--- src/rtl/mem_access_unit_if.sv ---
// Bundles the pipeline request/response handshake and the word-RAM port of mem_access_unit.
// slave = the access unit's view; master = pipeline plus RAM side.
interface mem_access_unit_if #(
  parameter int ADDR_W = 10,
  parameter int DATA_W = 32
);
  logic              req_valid;
  logic              req_ready;
  logic              req_we;
  logic [1:0]        req_size;
  logic              req_unsigned;
  logic [31:0]       req_addr;
  logic [DATA_W-1:0] req_wdata;
  logic              resp_valid;
  logic              resp_ready;
  logic [DATA_W-1:0] resp_rdata;
  logic              resp_err;
  logic              ram_rw;
  logic [3:0]        ram_sel;
  logic [ADDR_W-1:0] ram_addr;
  logic [DATA_W-1:0] ram_data_in;
  logic [DATA_W-1:0] ram_data_out;

  modport slave (
    input  req_valid, req_we, req_size, req_unsigned, req_addr, req_wdata,
    input  resp_ready, ram_data_out,
    output req_ready, resp_valid, resp_rdata, resp_err,
    output ram_rw, ram_sel, ram_addr, ram_data_in
  );

  modport master (
    output req_valid, req_we, req_size, req_unsigned, req_addr, req_wdata,
    output resp_ready, ram_data_out,
    input  req_ready, resp_valid, resp_rdata, resp_err,
    input  ram_rw, ram_sel, ram_addr, ram_data_in
  );
endinterface

--- src/rtl/mem_access_unit.sv ---
// Load/store initiator for the byte-selectable word RAM: IDLE -> ACCESS -> RESP, all outputs registered.
// Optional macro MEM_ACCESS_RANGE_CHECK_EN flags addresses beyond the RAM as errors instead of wrapping.
module mem_access_unit #(
  parameter int ADDR_W = 10,
  parameter int DATA_W = 32
) (
  input  logic             clk,
  input  logic             rst_n,
  mem_access_unit_if.slave bus
);

  typedef enum logic [1:0] {ST_IDLE = 2'b00, ST_ACCESS = 2'b01, ST_RESP = 2'b10} state_e;

  state_e            state_q, state_d;
  logic              req_ready_q, req_ready_d;
  logic              resp_valid_q, resp_valid_d;
  logic [DATA_W-1:0] resp_rdata_q, resp_rdata_d;
  logic              resp_err_q, resp_err_d;
  logic              ram_rw_q, ram_rw_d;
  logic [3:0]        ram_sel_q, ram_sel_d;
  logic [ADDR_W-1:0] ram_addr_q, ram_addr_d;
  logic [DATA_W-1:0] ram_din_q, ram_din_d;
  logic              we_q, we_d;
  logic [1:0]        size_q, size_d;
  logic              uns_q, uns_d;
  logic              misalign_s, range_err_s, req_err_s;

  function automatic logic [3:0] lane_sel(input logic [1:0] size, input logic [1:0] ofs);
    logic [3:0] sel;
    case (size)
      2'b00:   sel = 4'b0001 << ofs;
      2'b01:   sel = ofs[1] ? 4'b1100 : 4'b0011;
      2'b10:   sel = 4'b1111;
      default: sel = 4'b0000;
    endcase
    return sel;
  endfunction

  function automatic logic [31:0] store_data(input logic [1:0] size, input logic [31:0] wdata);
    logic [31:0] d;
    case (size)
      2'b00:   d = {4{wdata[7:0]}};
      2'b01:   d = {2{wdata[15:0]}};
      default: d = wdata;
    endcase
    return d;
  endfunction

  function automatic logic [31:0] load_ext(input logic [1:0] size, input logic uns, input logic [31:0] d);
    logic [31:0] r;
    case (size)
      2'b00:   r = uns ? {24'h000000, d[7:0]} : {{24{d[7]}}, d[7:0]};
      2'b01:   r = uns ? {16'h0000, d[15:0]} : {{16{d[15]}}, d[15:0]};
      default: r = d;
    endcase
    return r;
  endfunction

  // Alignment and size legality of the offered request.
  always_comb begin
    misalign_s = 1'b0;
    case (bus.req_size)
      2'b00:   misalign_s = 1'b0;
      2'b01:   misalign_s = bus.req_addr[0];
      2'b10:   misalign_s = |bus.req_addr[1:0];
      default: misalign_s = 1'b1;
    endcase
  end

`ifdef MEM_ACCESS_RANGE_CHECK_EN
  assign range_err_s = |bus.req_addr[31:ADDR_W+2];
`else
  assign range_err_s = 1'b0;
`endif
  assign req_err_s = misalign_s | range_err_s;

  // Next-state and next-output logic.
  always_comb begin
    state_d      = state_q;
    resp_valid_d = resp_valid_q;
    resp_rdata_d = resp_rdata_q;
    resp_err_d   = resp_err_q;
    ram_rw_d     = ram_rw_q;
    ram_sel_d    = ram_sel_q;
    ram_addr_d   = ram_addr_q;
    ram_din_d    = ram_din_q;
    we_d         = we_q;
    size_d       = size_q;
    uns_d        = uns_q;
    case (state_q)
      ST_IDLE: begin
        if (bus.req_valid && req_ready_q) begin
          we_d   = bus.req_we;
          size_d = bus.req_size;
          uns_d  = bus.req_unsigned;
          if (req_err_s) begin
            // Faulty requests bypass the RAM entirely.
            state_d      = ST_RESP;
            resp_valid_d = 1'b1;
            resp_err_d   = 1'b1;
            resp_rdata_d = '0;
            ram_rw_d     = 1'b0;
            ram_sel_d    = 4'b0000;
          end else begin
            state_d    = ST_ACCESS;
            ram_rw_d   = bus.req_we;
            ram_sel_d  = lane_sel(bus.req_size, bus.req_addr[1:0]);
            ram_addr_d = bus.req_addr[ADDR_W+1:2];
            ram_din_d  = store_data(bus.req_size, bus.req_wdata);
          end
        end else begin
          state_d = ST_IDLE;
        end
      end
      ST_ACCESS: begin
        // RAM completed on the mid-cycle negedge; its output is valid now.
        state_d      = ST_RESP;
        ram_rw_d     = 1'b0;
        ram_sel_d    = 4'b0000;
        resp_valid_d = 1'b1;
        resp_err_d   = 1'b0;
        resp_rdata_d = we_q ? '0 : load_ext(size_q, uns_q, bus.ram_data_out);
      end
      ST_RESP: begin
        if (bus.resp_ready) begin
          state_d      = ST_IDLE;
          resp_valid_d = 1'b0;
        end else begin
          state_d = ST_RESP;
        end
      end
      default: begin
        state_d      = ST_IDLE;
        resp_valid_d = 1'b0;
        ram_rw_d     = 1'b0;
        ram_sel_d    = 4'b0000;
      end
    endcase
    req_ready_d = (state_d == ST_IDLE);
  end

  // State and output registers.
  always_ff @(posedge clk or negedge rst_n) begin
    if (!rst_n) begin
      state_q      <= ST_IDLE;
      req_ready_q  <= 1'b1;
      resp_valid_q <= 1'b0;
      resp_rdata_q <= '0;
      resp_err_q   <= 1'b0;
      ram_rw_q     <= 1'b0;
      ram_sel_q    <= 4'b0000;
      ram_addr_q   <= '0;
      ram_din_q    <= '0;
      we_q         <= 1'b0;
      size_q       <= 2'b00;
      uns_q        <= 1'b0;
    end else begin
      state_q      <= state_d;
      req_ready_q  <= req_ready_d;
      resp_valid_q <= resp_valid_d;
      resp_rdata_q <= resp_rdata_d;
      resp_err_q   <= resp_err_d;
      ram_rw_q     <= ram_rw_d;
      ram_sel_q    <= ram_sel_d;
      ram_addr_q   <= ram_addr_d;
      ram_din_q    <= ram_din_d;
      we_q         <= we_d;
      size_q       <= size_d;
      uns_q        <= uns_d;
    end
  end

  assign bus.req_ready   = req_ready_q;
  assign bus.resp_valid  = resp_valid_q;
  assign bus.resp_rdata  = resp_rdata_q;
  assign bus.resp_err    = resp_err_q;
  assign bus.ram_rw      = ram_rw_q;
  assign bus.ram_sel     = ram_sel_q;
  assign bus.ram_addr    = ram_addr_q;
  assign bus.ram_data_in = ram_din_q;

endmodule

--- src/flat_wrapper.sv ---
// flat-port wrapper written by rule: the top's interface ports become plain ports
module mem_access_unit_flat 
#(
  parameter int ADDR_W = 10,
  parameter int DATA_W = 32
)
  (clk, rst_n, bus_req_valid, bus_req_we, bus_req_size, bus_req_unsigned, bus_req_addr, bus_req_wdata, bus_resp_ready, bus_ram_data_out, bus_req_ready, bus_resp_valid, bus_resp_rdata, bus_resp_err, bus_ram_rw, bus_ram_sel, bus_ram_addr, bus_ram_data_in);
  mem_access_unit_if #(.ADDR_W(ADDR_W), .DATA_W(DATA_W)) bus_i ();
  input  logic clk;
  input  logic rst_n;
  input wire logic [$bits(bus_i.req_valid)-1:0] bus_req_valid;
  input wire logic [$bits(bus_i.req_we)-1:0] bus_req_we;
  input wire logic [$bits(bus_i.req_size)-1:0] bus_req_size;
  input wire logic [$bits(bus_i.req_unsigned)-1:0] bus_req_unsigned;
  input wire logic [$bits(bus_i.req_addr)-1:0] bus_req_addr;
  input wire logic [$bits(bus_i.req_wdata)-1:0] bus_req_wdata;
  input wire logic [$bits(bus_i.resp_ready)-1:0] bus_resp_ready;
  input wire logic [$bits(bus_i.ram_data_out)-1:0] bus_ram_data_out;
  output wire logic [$bits(bus_i.req_ready)-1:0] bus_req_ready;
  output wire logic [$bits(bus_i.resp_valid)-1:0] bus_resp_valid;
  output wire logic [$bits(bus_i.resp_rdata)-1:0] bus_resp_rdata;
  output wire logic [$bits(bus_i.resp_err)-1:0] bus_resp_err;
  output wire logic [$bits(bus_i.ram_rw)-1:0] bus_ram_rw;
  output wire logic [$bits(bus_i.ram_sel)-1:0] bus_ram_sel;
  output wire logic [$bits(bus_i.ram_addr)-1:0] bus_ram_addr;
  output wire logic [$bits(bus_i.ram_data_in)-1:0] bus_ram_data_in;
  assign bus_i.req_valid = bus_req_valid;
  assign bus_i.req_we = bus_req_we;
  assign bus_i.req_size = bus_req_size;
  assign bus_i.req_unsigned = bus_req_unsigned;
  assign bus_i.req_addr = bus_req_addr;
  assign bus_i.req_wdata = bus_req_wdata;
  assign bus_i.resp_ready = bus_resp_ready;
  assign bus_i.ram_data_out = bus_ram_data_out;
  assign bus_req_ready = bus_i.req_ready;
  assign bus_resp_valid = bus_i.resp_valid;
  assign bus_resp_rdata = bus_i.resp_rdata;
  assign bus_resp_err = bus_i.resp_err;
  assign bus_ram_rw = bus_i.ram_rw;
  assign bus_ram_sel = bus_i.ram_sel;
  assign bus_ram_addr = bus_i.ram_addr;
  assign bus_ram_data_in = bus_i.ram_data_in;
  mem_access_unit #(.ADDR_W(ADDR_W), .DATA_W(DATA_W)) u_core (.clk(clk), .rst_n(rst_n), .bus(bus_i));
endmodule
--- config.mk ---
export PLATFORM = sky130hd
export DESIGN_NAME = mem_access_unit_flat
export DESIGN_NICKNAME = d
export VERILOG_FILES = /design/src/rtl/mem_access_unit_if.sv /design/src/rtl/mem_access_unit.sv /design/src/flat_wrapper.sv
export SDC_FILE = /design/constraint.sdc
export NUM_CORES = 1
export LEC_CHECK = 0
export ABC_AREA = 1
export ABC_CLOCK_PERIOD_IN_PS = 1700
export CORE_MARGIN = 1
export CORE_UTILIZATION = 42
export DETAILED_ROUTE_END_ITERATION = 12
export HOLD_SLACK_MARGIN = 0.15
export PLACE_DENSITY = 0.81
export SYNTH_ARGS = -nofsm -noshare
export SYNTH_HDL_FRONTEND = slang
export SYNTH_SLANG_ARGS = --single-unit
--- constraint.sdc ---
create_clock -name clk -period 1.7 [get_ports clk]
set_input_delay 0.17 -clock clk [delete_from_list [all_inputs] [get_ports clk]]
set_output_delay 0.17 -clock clk [all_outputs]
set_load 0.02 [all_outputs]
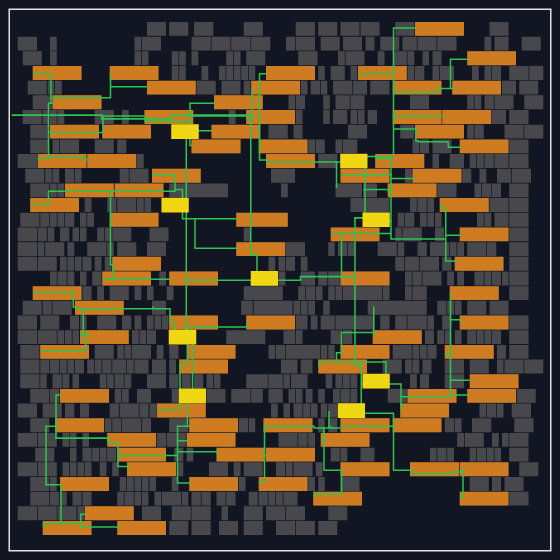
*Routed clock nets over the placement*
Key: clock drivers = yellow [count 9]; clock wires = green [length 1040 um]; flip-flops = orange [count 88]
There are 10 routed clock nets.

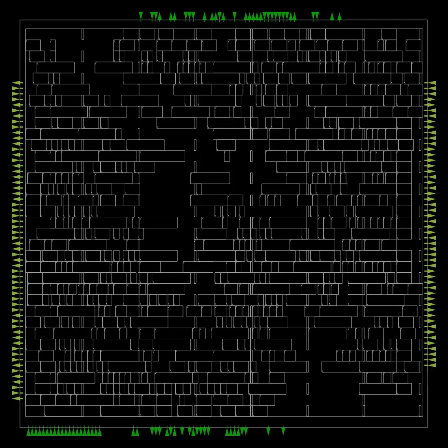
*Placement view*
cell row count: 35
number of well taps: 129

==> qor_table.md <==
| Result | Value |
|---|---|
| Number of global-route vias before repair | 3767 |
| Filler Cell Count | 767 |
| Fraction of standard cell area in multi-input logic | 0.261 |
| Area grow syn2layout | 51.8% |
| Ant diodes | 0 |
| Primary FF master, synth | dfrtp_1 |
| Synth Cell Area | 0.00404 mm2 |
| Worst reg2reg startpoint | u_core.bus.req_ready |
| Power consumed by the clock network | 0.00159 W |
| Floorplan Nets | 596 |
| Non-clock inverters | 24 |
| Share of total power in sequential cells | 0.354 |
| #MultiIn Comb | 355 |
| Top Metal Used | met4 |
| Worst clock skew on the final layout | 9.05 ps |
| Part of the total power dissipated in the clock network | 0.155 |
| Die span in x | 100 um |
| Start point of the critical path | u_core.bus.ram_data_in[8] |
| Setup slack on the worst flop-to-flop path | 250 ps |
| Comb pwr | 0.00502 W |
| Largest combinational cell category by area | simple AND/OR/NAND/NOR gates |
| Crit path kind | flop to output pin |
| Aoi/oai-family share of the synthesized area | 0.112 |
| Layout cell share with drive strength beyond 1 | 0.0796 |
| Initial DRC count | 96 |
| Final Cell Area | 0.00613 mm2 |
| Via count | 3910 |
| Post-route ant nets | 0 |
| Buffer depth of the longest clock path | 2 |
| Number of synthesized register bits | 88 |
| Synth unique cells | 25 |
| M2 GR Usage | 0.394 |
| Flip-flop and latch power | 0.00363 W |
| Wire length of the first global-routing pass | 17800 um |
| Post-DP HPWL | 8100 um |
| Maximum frequency from static timing analysis | 652 MHz |
| Unrepaired setup endpoints after global routing | false |
| Pre-CTS WS | -70.0 ps |
| Routed met2 length | 5440 um |
| Endpoint of the worst register-to-register path | u_core.bus.ram_data_in[13] |
| Final Hold Fails | 0 |
| Power per cell area | 1670 mW/mm2 |
| Global routing usage summed across all routing layers | 0.227 |
| Result of the run | complete, no violations |
| DR pass1 iterations | 4 |
| Maximum number of pins on one net before global-route repair | 38 |
| Multiplexer share of the synthesized area | 0 |
| Non-clock buffering overhead | 0.302 |
| Hold_ws | 272 ps |
| Gate power share | 0.491 |
| Clock buffer instance count of the final layout | 11 |
| TritonCTS clock tree | done |
| Static power due to leakage | 2.97 nW |
| Finish-stage setup viols | 0 |
| Max-cap violations | 0 |
| Final period utilization | 0.902 |
| Post-Route Setup TNS | 0 ps |
| Layout Cells excl Fill | 795 |
| Switching Fraction | 0.392 |
| Number of remaining DRC errors | 0 |
| Avg Inst Size Synth | 8.21 um2 |
| Number of setup buffers added after CTS | 0 |
| Synth async-reset ratio | 1.00 |
| Total congestion overflow | 0 |
| XORs/XNORs by Area | 0 |
| Die boundary height | 100 um |
| Buffers excl. clock | 183 |
| Slew at the pin closest to its max-slew limit | 367 ps |
| Yosys adder share | 0 |
| Max-slew headroom at the worst pin | 0.756 |
| Top-count cell post-synth | nand2_1 |
| CP cell instances | clkdlybuf4s50_1 |
| Wire per inst | 13.9 um |
| Tool warning count | 46 |
| Main area contributors | dfrtp_1 (54%), nand2_1 (18%), nand3_1 (5.1%), o21ai_0 (4.0%), o21a_1 (3.0%) |
| Cells after synthesis | 492 |
| Cell class with the largest area share | flip-flops and latches |
| Nets | 765 |
| Pwr Total | 0.0102 W |
| Top cells by instance count after synthesis | nand2_1 (198), dfrtp_1 (87), nand3_1 (41) |
| Worst path top cell family by delay | buffers and inverters |
| Number of flops mapped to enable cells by yosys | 0 |
| Startpoint type of the worst setup path | flop |
| Worst setup EP type | output pin |
| Highest-power group | combinational cells |
| Global-route layer with the greatest usage | met2 |
| Yosys top cell area share | 0.539 |
| Count of hold-fix buffers inserted at cts | 1 |
| Standard cell area after detailed placement | 0.00590 mm2 |
| Period minus WS final | 1530 ps |
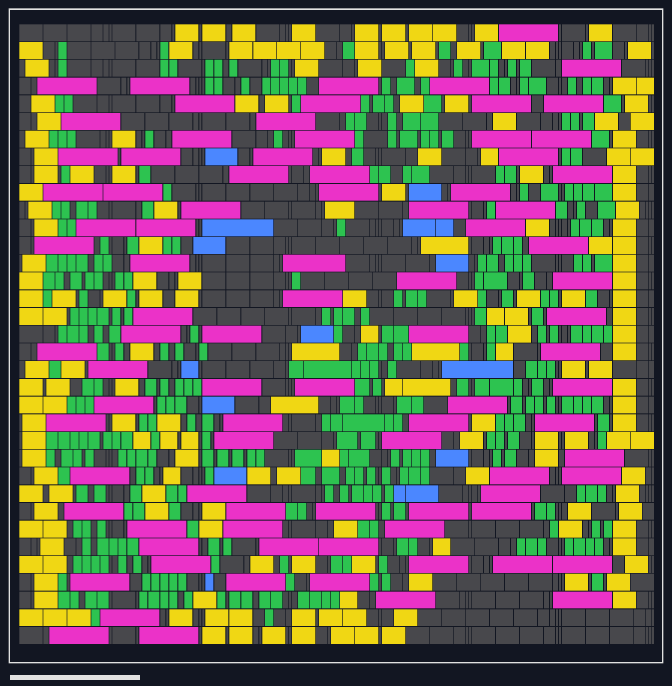
*Cell classes on the final placement*
Scale bar: 20 um. Fill, decap, tap and diode cells in grey.
Key: clock drivers and dummy loads = blue [cells 16]; other buffers and delay cells = yellow [cells 183]; combinational and other logic = green [cells 379]; flops = magenta [cells 88]
end-of-flow core utilization: 0.661
area of the placeable core: 0.00928 mm2
sequential cell area share: 0.359

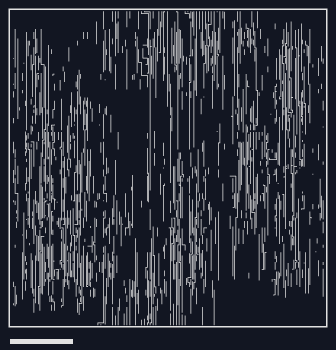
*M2 wires*
Scale bar: 20 um.
The layer holds 49% of the routed length. 608 nets have wire on it. The layer carries 5440 um of wire. The wires run mostly vertical. The longest straight run is 49.3 um.

## placed cells by master, fill, tap and decap left out, drive strengths merged, types with 2 or more instances in the layout
cell type,n
bufinv,2
o21ai,45
nor2,28
clkinvlp,2
clkdlybuf4s50,163
a21oi,18
nand3,44
inv,24
nand2,203
dfrtp,87
clkbuf,11
buf,18
o21a,16
## sequential cells by signal (all words and copies together) (netlist names)
| signal | cells |
|---|---|
| u_core.bus.ram_data_in | 32 |
| u_core.bus.resp_err | 1 |
| u_core.bus.ram_rw | 1 |
| u_core.bus.req_ready | 1 |
| u_core.size_q | 2 |
| u_core.bus.resp_valid | 1 |
| u_core.state_q | 2 |
| u_core.bus.ram_sel | 4 |
| u_core.bus.resp_rdata | 32 |
| u_core.we_q | 1 |
| u_core.bus.ram_addr | 10 |
| u_core.uns_q | 1 |
Power figures rest on the tool's default switching activity, not on a simulated workload.
